## src/rtl/reg_file_pkg.sv

```systemverilog
// reg_file_pkg: shared sizing defaults and constants
// for the integer register file.
package reg_file_pkg;

    localparam int DATA_WIDTH = 16;
    localparam int ADDR_WIDTH = 3;
    localparam int NUM_REGS   = 2 ** ADDR_WIDTH;
    localparam int ZERO_REG   = 0;

endpackage

```

## src/rtl/reg_file_read_port.sv

```systemverilog
// reg_file_read_port: combinational read mux
// with the hard-wired zero register forced to 0.
module reg_file_read_port
    import reg_file_pkg::*;
#(
    parameter int DW = DATA_WIDTH,
    parameter int AW = ADDR_WIDTH,
    parameter int NR = NUM_REGS
) (
    input  logic [NR-1:0][DW-1:0] i_regs,
    input  logic [AW-1:0]         i_addr,
    output logic [DW-1:0]         o_data
);

    logic w_hit;

    // Indices beyond NR (when NR < 2**AW) also read as zero
    assign w_hit = (i_addr != AW'(ZERO_REG))
                && (32'(i_addr) < 32'(NR));

    always_comb begin
        o_data = '0;
        if (w_hit) begin
            o_data = i_regs[i_addr];
        end
    end

endmodule

```

## src/rtl/reg_file.sv

```systemverilog
// reg_file: two-read, one-write flop-based register
// file with R0 hard-wired to zero and no write bypass.
module reg_file
    import reg_file_pkg::*;
#(
    parameter int DATA_WIDTH = reg_file_pkg::DATA_WIDTH,
    parameter int ADDR_WIDTH = reg_file_pkg::ADDR_WIDTH,
    parameter int NUM_REGS   = 2 ** ADDR_WIDTH
) (
    input  logic                  clock,
    input  logic                  reset,
    input  logic [ADDR_WIDTH-1:0] regSource1,
    input  logic [ADDR_WIDTH-1:0] regSource2,
    input  logic [ADDR_WIDTH-1:0] regDestination,
    input  logic [DATA_WIDTH-1:0] writeData,
    input  logic                  writeEnable,
    output logic [DATA_WIDTH-1:0] data1,
    output logic [DATA_WIDTH-1:0] data2
);

    logic [NUM_REGS-1:0][DATA_WIDTH-1:0] r_regs;

    always_ff @(posedge clock or negedge reset) begin
        if (!reset) begin
            r_regs <= '0;
        end else begin
            r_regs[ZERO_REG] <= '0;
            for (int i = 1; i < NUM_REGS; i++) begin
                if (writeEnable
                    && regDestination == ADDR_WIDTH'(i)) begin
                    r_regs[i] <= writeData;
                end
            end
        end
    end

    reg_file_read_port #(
        .DW (DATA_WIDTH),
        .AW (ADDR_WIDTH),
        .NR (NUM_REGS)
    ) u_rd1 (
        .i_regs (r_regs),
        .i_addr (regSource1),
        .o_data (data1)
    );

    reg_file_read_port #(
        .DW (DATA_WIDTH),
        .AW (ADDR_WIDTH),
        .NR (NUM_REGS)
    ) u_rd2 (
        .i_regs (r_regs),
        .i_addr (regSource2),
        .o_data (data2)
    );

endmodule

```

## config.mk

```make
export PLATFORM = sky130hd
export DESIGN_NAME = reg_file
export DESIGN_NICKNAME = d
export VERILOG_FILES = /design/src/rtl/reg_file_pkg.sv /design/src/rtl/reg_file_read_port.sv /design/src/rtl/reg_file.sv
export SDC_FILE = /design/constraint.sdc
export NUM_CORES = 1
export LEC_CHECK = 0
export ABC_AREA = 1
export CAP_MARGIN = 20
export CELL_PAD_IN_SITES_DETAIL_PLACEMENT = 0
export CELL_PAD_IN_SITES_GLOBAL_PLACEMENT = 1
export CORE_MARGIN = 2
export CORE_UTILIZATION = 44
export DETAILED_ROUTE_END_ITERATION = 16
export HOLD_SLACK_MARGIN = 0.15
export PLACE_DENSITY = 0.86
export SLEW_MARGIN = 25
export SYNTH_ARGS = -nofsm -noshare
export SYNTH_HDL_FRONTEND = slang
export SYNTH_SLANG_ARGS = --single-unit
```

## constraint.sdc

```tcl
create_clock -name clock -period 3.2 [get_ports clock]
set_input_delay 0.64 -clock clock [delete_from_list [all_inputs] [get_ports clock]]
set_output_delay 0.64 -clock clock [all_outputs]
set_load 0.02 [all_outputs]
```

Run 1, signal wires on met4:
Drawn at 4 px/micron. Supply wires on this layer in gray. Cells faint in the background.
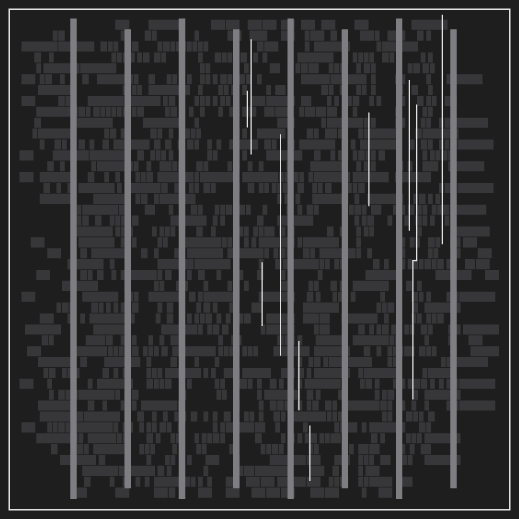
wire length on this layer = 331 microns
share of all routed wire = 1.6%
nets with wire on the layer = 10
longest straight run = 57.1 microns
main direction = vertical
total wire length: 20620 microns
total number of vias: 6321

Run 1, placement density heat map:
Drawn at 3 px/micron. The die is cut into 12 by 12 equal tiles; white is low, dark blue is high, 0 to 100% covered.
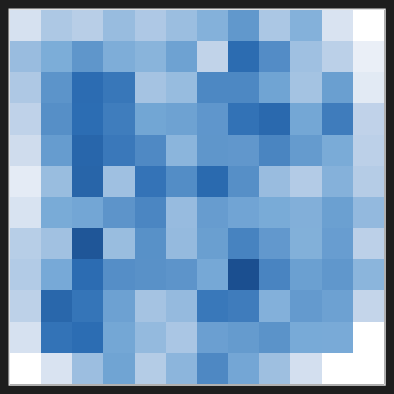
densest ninth of the die = center
tiles over 75% full = 8.3%
fullest tile = 87%
mean over tiles = 48%

Run 1, routed metal, one color a layer:
Drawn at 4 px/micron.
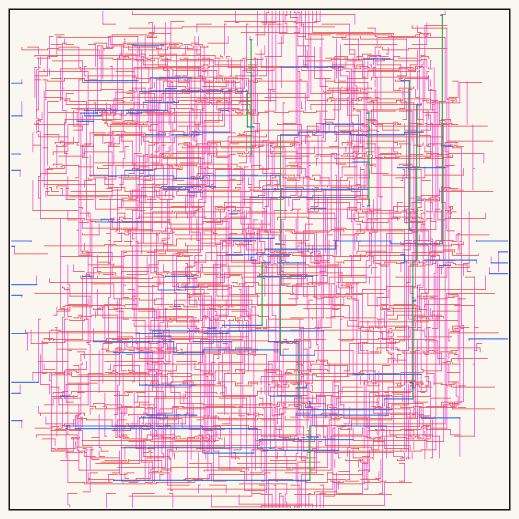
met1 -> red  # wire length 9760 microns
met3 -> blue  # wire length 1110 microns
met2 -> magenta  # wire length 9420 microns
met4 -> green  # wire length 331 microns

==> run 1: area by class of cell <==
| cell class | instances | share of cell area (%) |
|---|---|---|
| clock buffers | 10 | 3.107 |
| clock inverters | 6 | 1.090 |
| inverters | 90 | 4.392 |
| multi-input cells | 717 | 38.86 |
| flip-flops and latches | 112 | 36.44 |
| well taps | 184 | 2.993 |
| repair buffers | 97 | 13.11 |
==> run 1: layer usage <==
layer	GRT usage [%]	up-vias	wire (microns)	part of all wire, %
li1	-	3117	-	-
met1	39.70	2973	9762	47
met2	42.33	206	9417	46
met3	5.241	25	1112	5.4
met4	6.675	0	330	1.6
met5	0	-	0	0
==> run 1: cells by family after synthesis <==
group / Yosys count
simple gates: 605
buf+inv: 149
flops: 112
compound gates: 112
==> flow_metrics.py, run 1 <==
# Auto-generated metrics
metrics = {
    "clock_tree": {
        "cts.sinks": 112,
        "cts.htree.levels": 3,
        "numCtsBuffers": 9,
        "cts_tree": "built",
        "cts_resized": 0,
        "post_cts_buffers": 0,
        "clk_latency_ns": 0.36,
        "cts.clk_slew.worst_paths_ns": 0.08,
    },
    "layout": {
        "most-common-layout-cells": "nand2_1, dfrtp_1, o21ai_0",
        "fill_cells": 1465,
        "nNetsFinal": 1055,
        "stdcell_count": 1216,
        "reg_top3": "r_regs x112",
        "comb_area_sq_um": 2989,
        "regArea_sq_um": 2803,
        "diodes": 0,
    },
    "pwr": {
        "p_clk_share_pct": 29.2,
        "internal_power_uw": 2786,
        "power_leader": "sequential cells",
        "pwr-share-seq_pct": 44.3,
        "powerDensity_nw_per_um2": 551.8,
        "switching_power_uw": 1458,
        "ir_worst_vdd_mv": 0.3580,
        "pg_seq_uw": 1880,
        "switching_share_pct": 34.36,
    },
    "final_timing": {
        "finalCritPeriodShare_pct": 97.62,
        "rsz0062_at_grt": "false",
        "fmax_mhz": 320.1,
        "skew_ns": 0,
        "hold_ws_ns": 0.2096,
        "tightest_slew_ns": 0.4440,
        "hold_violations": 0,
        "finalSetupViolCount": 0,
        "report.final.slew_viol_count": 0,
        "fin_setup_tns_ns": 0,
    },
    "detailed_routing": {
        "final_antenna_net_count": 0,
        "drt-pass1-iter-count": 5,
        "drc": 0,
    },
    "logic_synthesis": {
        "postSynthSeqShare_pct": 43.70,
        "ys_warn_count": 0,
        "ys_sh_mux_pct": 0,
        "synthCells": 978,
        "syn_area_per_cell_sq_um": 6.558,
        "xor_area_share_pct": 0,
        "simple_gate_share_pct": 37.87,
        "yosysCellCount": 978,
        "synth-edff-count": 0,
        "synth_cell_type_count": 16,
        "compound_area_share_pct": 8.740,
        "top_cells_by_area": "dfrtp_1, nand2_1, o21ai_0, nand3_1, inv_1",
        "numSynthFlops": 112,
        "ys_area_sq_um": 6414,
        "synth_top_flop_cell": "dfrtp_1",
    },
    "setup_path": {
        "r2r-start": "r_regs[26]",
        "crit_chain": "clkdlybuf4s50_1 > buf_12 > inv_1 > buf_4 > nand2_1 > nand2_1 > nand2_1 > nand2_1 > clkdlybuf4s50_1",
        "r2r_cells": 2,
        "cp_max_fo": 20,
        "startpoint_type": "input pin",
        "cp_top_family": "buffers and inverters",
        "worst-path-stages": 9,
        "r2r_setup_slack_ns": 2.49,
        "r2r_end": "r_regs[26]",
        "critical_path_buf_inv_count": 5,
        "critPathMaxStageDelay_ns": 0.61,
        "crit_type": "in2out",
        "end_kind": "output pin",
    },
    "global_route": {
        "track_usage_pct": 27.36,
    },
    "die": {
        "initCoreUtil_pct": 44.64,
        "coreArea_sq_um": 14370,
        "dieWidth_microns": 124.7,
    },
    "placement": {
        "gp_congestion": 0.8749,
        "place_inst": 1200,
        "dpl-instance-area_sq_um": 7361,
        "hpwl_microns": 13740,
    },
    "outcome": {
        "outcome": "complete, no violations",
    },
}
Run 1, clock wiring as the flow saved it:
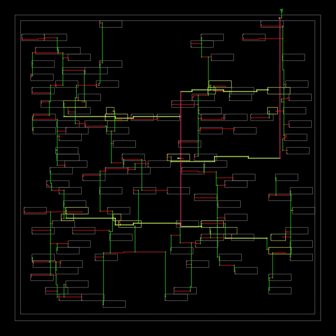

## Run 2: what changed since run 1
--- a/config.mk
+++ b/config.mk
@@ -13,7 +13,7 @@
 export CORE_UTILIZATION = 44
 export DETAILED_ROUTE_END_ITERATION = 16
 export HOLD_SLACK_MARGIN = 0.15
-export PLACE_DENSITY = 0.86
+export PLACE_DENSITY = 0.83
 export SLEW_MARGIN = 25
 export SYNTH_ARGS = -nofsm -noshare
 export SYNTH_HDL_FRONTEND = slang
Run 2, clock wiring as the flow saved it:
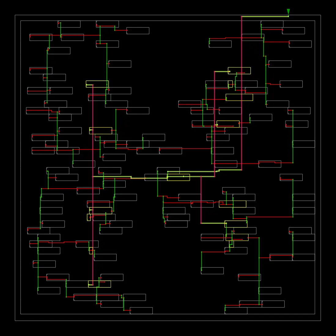
clock sinks: 112
Late-Pin Clk Latency: 0.35 ns

==> flow_metrics.py, run 2 <==
# Auto-generated metrics
metrics = {
    "placement": {
        "dpl-instance-area_sq_um": 7378,
        "place_inst": 1204,
        "hpwl_microns": 14530,
        "gp_congestion": 0.8728,
    },
    "setup_path": {
        "cp_top_family": "buffers and inverters",
        "startpoint_type": "input pin",
        "critical_path_buf_inv_count": 4,
        "end_kind": "output pin",
        "critPathMaxStageDelay_ns": 0.61,
        "r2r_setup_slack_ns": 2.48,
        "cp_max_fo": 16,
        "crit_type": "in2out",
    },
    "logic_synthesis": {
        "yosysCellCount": 978,
        "ys_sh_mux_pct": 0,
        "postSynthSeqShare_pct": 43.70,
        "yosys.area_share.adder_pct": 0,
        "numSynthFlops": 112,
        "syn_area_per_cell_sq_um": 6.558,
        "synth_cell_type_count": 16,
        "compound_area_share_pct": 8.740,
        "xor_area_share_pct": 0,
        "simple_gate_share_pct": 37.87,
        "ys_warn_count": 0,
        "synthCells": 978,
        "top_cells_by_count": "nand2_1, dfrtp_1, o21ai_0",
        "top_cells_by_area": "dfrtp_1, nand2_1, o21ai_0, nand3_1, inv_1",
        "synth_area_leader_cell": "dfrtp_1",
        "synth_top_flop_cell": "dfrtp_1",
        "ys_area_sq_um": 6414,
        "synth-edff-count": 0,
    },
    "pwr": {
        "powerDensity_nw_per_um2": 548.9,
        "ir_worst_vdd_mv": 0.2962,
        "switching_power_uw": 1398,
        "pg_seq_uw": 1880,
        "internal_power_uw": 2818,
        "power_leader": "sequential cells",
        "switching_share_pct": 33.16,
        "p_clk_share_pct": 28.6,
    },
    "global_route": {
        "top_usage_layer": "met2",
        "met2_usage_pct": 42.91,
        "grtUsageMet3_pct": 4.081,
        "track_usage_pct": 27.77,
    },
    "die": {
        "taps": 184,
        "dieWidth_microns": 124.7,
        "initCoreUtil_pct": 44.64,
        "coreArea_sq_um": 14370,
    },
    "layout": {
        "seq-cell-share_pct": 36.49,
        "non_clock_inverter_count": 90,
        "seq_cell_count": 112,
        "most-common-layout-cells": "nand2_1, dfrtp_1, o21ai_0",
        "nNetsFinal": 1059,
        "final-clk-cell-share_pct": 3.942,
        "logic_gate_count": 717,
        "stdcell_count": 1219,
        "diodes": 0,
        "clkbuf_count": 11,
        "comb_share_pct": 38.92,
        "reg_top3": "r_regs x112",
        "comb_area_sq_um": 2989,
        "signal_buffers": 101,
        "fill_cells": 1438,
        "nonClkBufAreaFrac_pct": 13.26,
        "regArea_sq_um": 2803,
    },
    "final_timing": {
        "skew_ns": 0,
        "finalSetupViolCount": 0,
        "finalCritPeriodShare_pct": 97.03,
        "hold_ws_ns": 0.2272,
        "report.final.slew_viol_count": 0,
        "hold_violations": 0,
        "fmax_mhz": 322.1,
        "rsz0062_at_grt": "false",
    },
    "clock_tree": {
        "numCtsBuffers": 9,
        "cts.htree.levels": 3,
        "cts_resized": 0,
        "cts_tree": "built",
        "cts.clk_slew.worst_paths_ns": 0.07,
        "post_cts_buffers": 0,
    },
    "detailed_routing": {
        "postRouteWirelength_microns": 20980,
        "drt-met1-wl_microns": 9739,
        "drc": 0,
        "wl_met3_microns": 1215,
        "final_antenna_net_count": 0,
        "drt-pass1-iter-count": 5,
        "dr_wl_met2_microns": 9471,
        "route.top_layer_used": "met4",
    },
    "outcome": {
        "outcome": "complete, no violations",
    },
}
-- run 2: netlist changes by cell type in the layout (fill, tap and decap cells not counted) --
cell             previous run  this run
buf_12                     11        10
clkinv_4                    1         0
clkinv_2                    0         2
clkinv_8                    1         0
clkbuf_8                    1         0
clkdlybuf4s50_1            53        56
inv_6                       2         0
dlymetal6s2s_1              3         0
bufinv_16                   1         2
clkbuf_1                    0         2
buf_4                      28        33
inv_8                       1         0
-- run 2: final timing paths --
kind,startpoint,end,depth (start not counted)
max,regSource2[1],data2[5],7
min,reset,r_regs[83],1
min reg2reg,r_regs[34],r_regs[34],2
max in group asynchronous,reset,r_regs[108],2
max reg2reg,r_regs[20],r_regs[20],2
min in group clock,r_regs[34],r_regs[34],2
## Run 3: what changed since run 2
--- a/config.mk
+++ b/config.mk
@@ -6,6 +6,7 @@
 export NUM_CORES = 1
 export LEC_CHECK = 0
 export ABC_AREA = 1
+export ABC_CLOCK_PERIOD_IN_PS = 3200
 export CAP_MARGIN = 20
 export CELL_PAD_IN_SITES_DETAIL_PLACEMENT = 0
 export CELL_PAD_IN_SITES_GLOBAL_PLACEMENT = 1
Run 3, signal wires on met4:
Drawn at 4 px/micron. Supply wires on this layer in gray. Cells faint in the background.
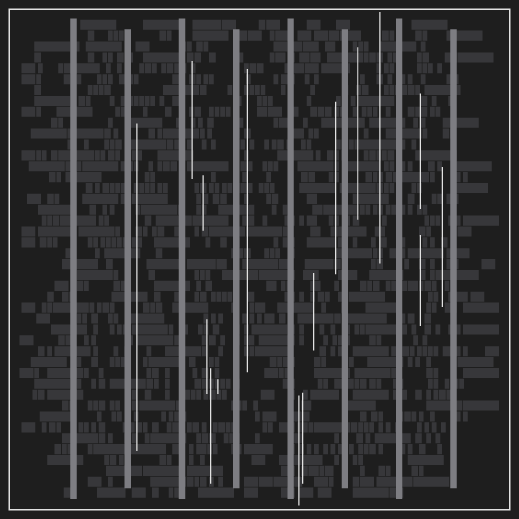
wire length on this layer = 553 microns
nets with wire on the layer = 13
total wire length: 20980 microns
total number of vias: 6280

==> flow_metrics.py, run 3 <==
# Auto-generated metrics
metrics = {
    "outcome": {
        "outcome": "complete, no violations",
    },
    "layout": {
        "final-clk-cell-share_pct": 3.942,
        "clkbuf_count": 11,
        "seq_cell_count": 112,
        "nonClkBufAreaFrac_pct": 13.26,
        "diodes": 0,
        "regArea_sq_um": 2803,
        "seq-cell-share_pct": 36.49,
        "signal_buffers": 101,
        "comb_share_pct": 38.92,
        "logic_gate_count": 717,
        "nNetsFinal": 1059,
        "reg_top3": "r_regs x112",
        "non_clock_inverter_count": 90,
    },
    "final_timing": {
        "hold_ws_ns": 0.2272,
        "report.final.slew_viol_count": 0,
        "finalCritPeriodShare_pct": 97.03,
        "hold_violations": 0,
    },
    "die": {
        "coreArea_sq_um": 14370,
        "initCoreUtil_pct": 44.64,
    },
    "detailed_routing": {
        "drc": 0,
        "final_antenna_net_count": 0,
    },
    "setup_path": {
        "r2r_setup_slack_ns": 2.48,
        "startpoint_type": "input pin",
        "crit_type": "in2out",
        "critPathLaunch": "regSource2[1]",
        "cp_max_fo": 16,
        "r2r-start": "r_regs[20]",
        "end_kind": "output pin",
        "worstSetupEndpoint": "data2[5]",
        "r2r_cells": 2,
    },
    "clock_tree": {
        "post_cts_buffers": 0,
        "cts_resized": 0,
        "cts.clk_slew.worst_paths_ns": 0.07,
        "cts.htree.levels": 3,
        "cts_tree": "built",
    },
    "logic_synthesis": {
        "synth_top_flop_cell": "dfrtp_1",
        "synth_cell_type_count": 16,
        "top_cells_by_area": "dfrtp_1, nand2_1, o21ai_0, nand3_1, inv_1",
        "postSynthSeqShare_pct": 43.70,
        "ys_area_sq_um": 6414,
        "synth-edff-count": 0,
        "syn_area_per_cell_sq_um": 6.558,
    },
    "pwr": {
        "power_leader": "sequential cells",
        "pg_seq_uw": 1880,
        "powerDensity_nw_per_um2": 548.9,
        "p_clk_share_pct": 28.6,
        "internal_power_uw": 2818,
    },
    "placement": {
        "hpwl_microns": 14530,
    },
}
run 3: cell counts in the layout (fill, tap and decap cells not counted):
No cell type changed its count.
run 3: logic make-up (layout without fill, tap and decap cells):
kind of cell | count (synthesis) | in the layout | share of synthesized area (%)
buffers and inverters | 149 | 206 | 9.696
AND-OR/OR-AND | 112 | 112 | 8.740
AND/OR/NAND/NOR | 605 | 605 | 37.87
flip-flops | 112 | 112 | 43.70
run 3: per-layer routing:
metal	share of wire, %	vias up	track usage, %
met3	5.8	38	4.081
met5	0	-	0
met4	2.6	0	10.11
met1	46	2903	39.76
met2	45	215	42.91
li1	-	3124	-
run 3: worst max-delay path: cells and delay by family:
| family | cells | cell delay, ns |
|---|---|---|
| buf+inv | 4 | 1.50 |
| simple gates | 3 | 0.30 |
No activity file was given, so power comes from the tool's default toggle rates.
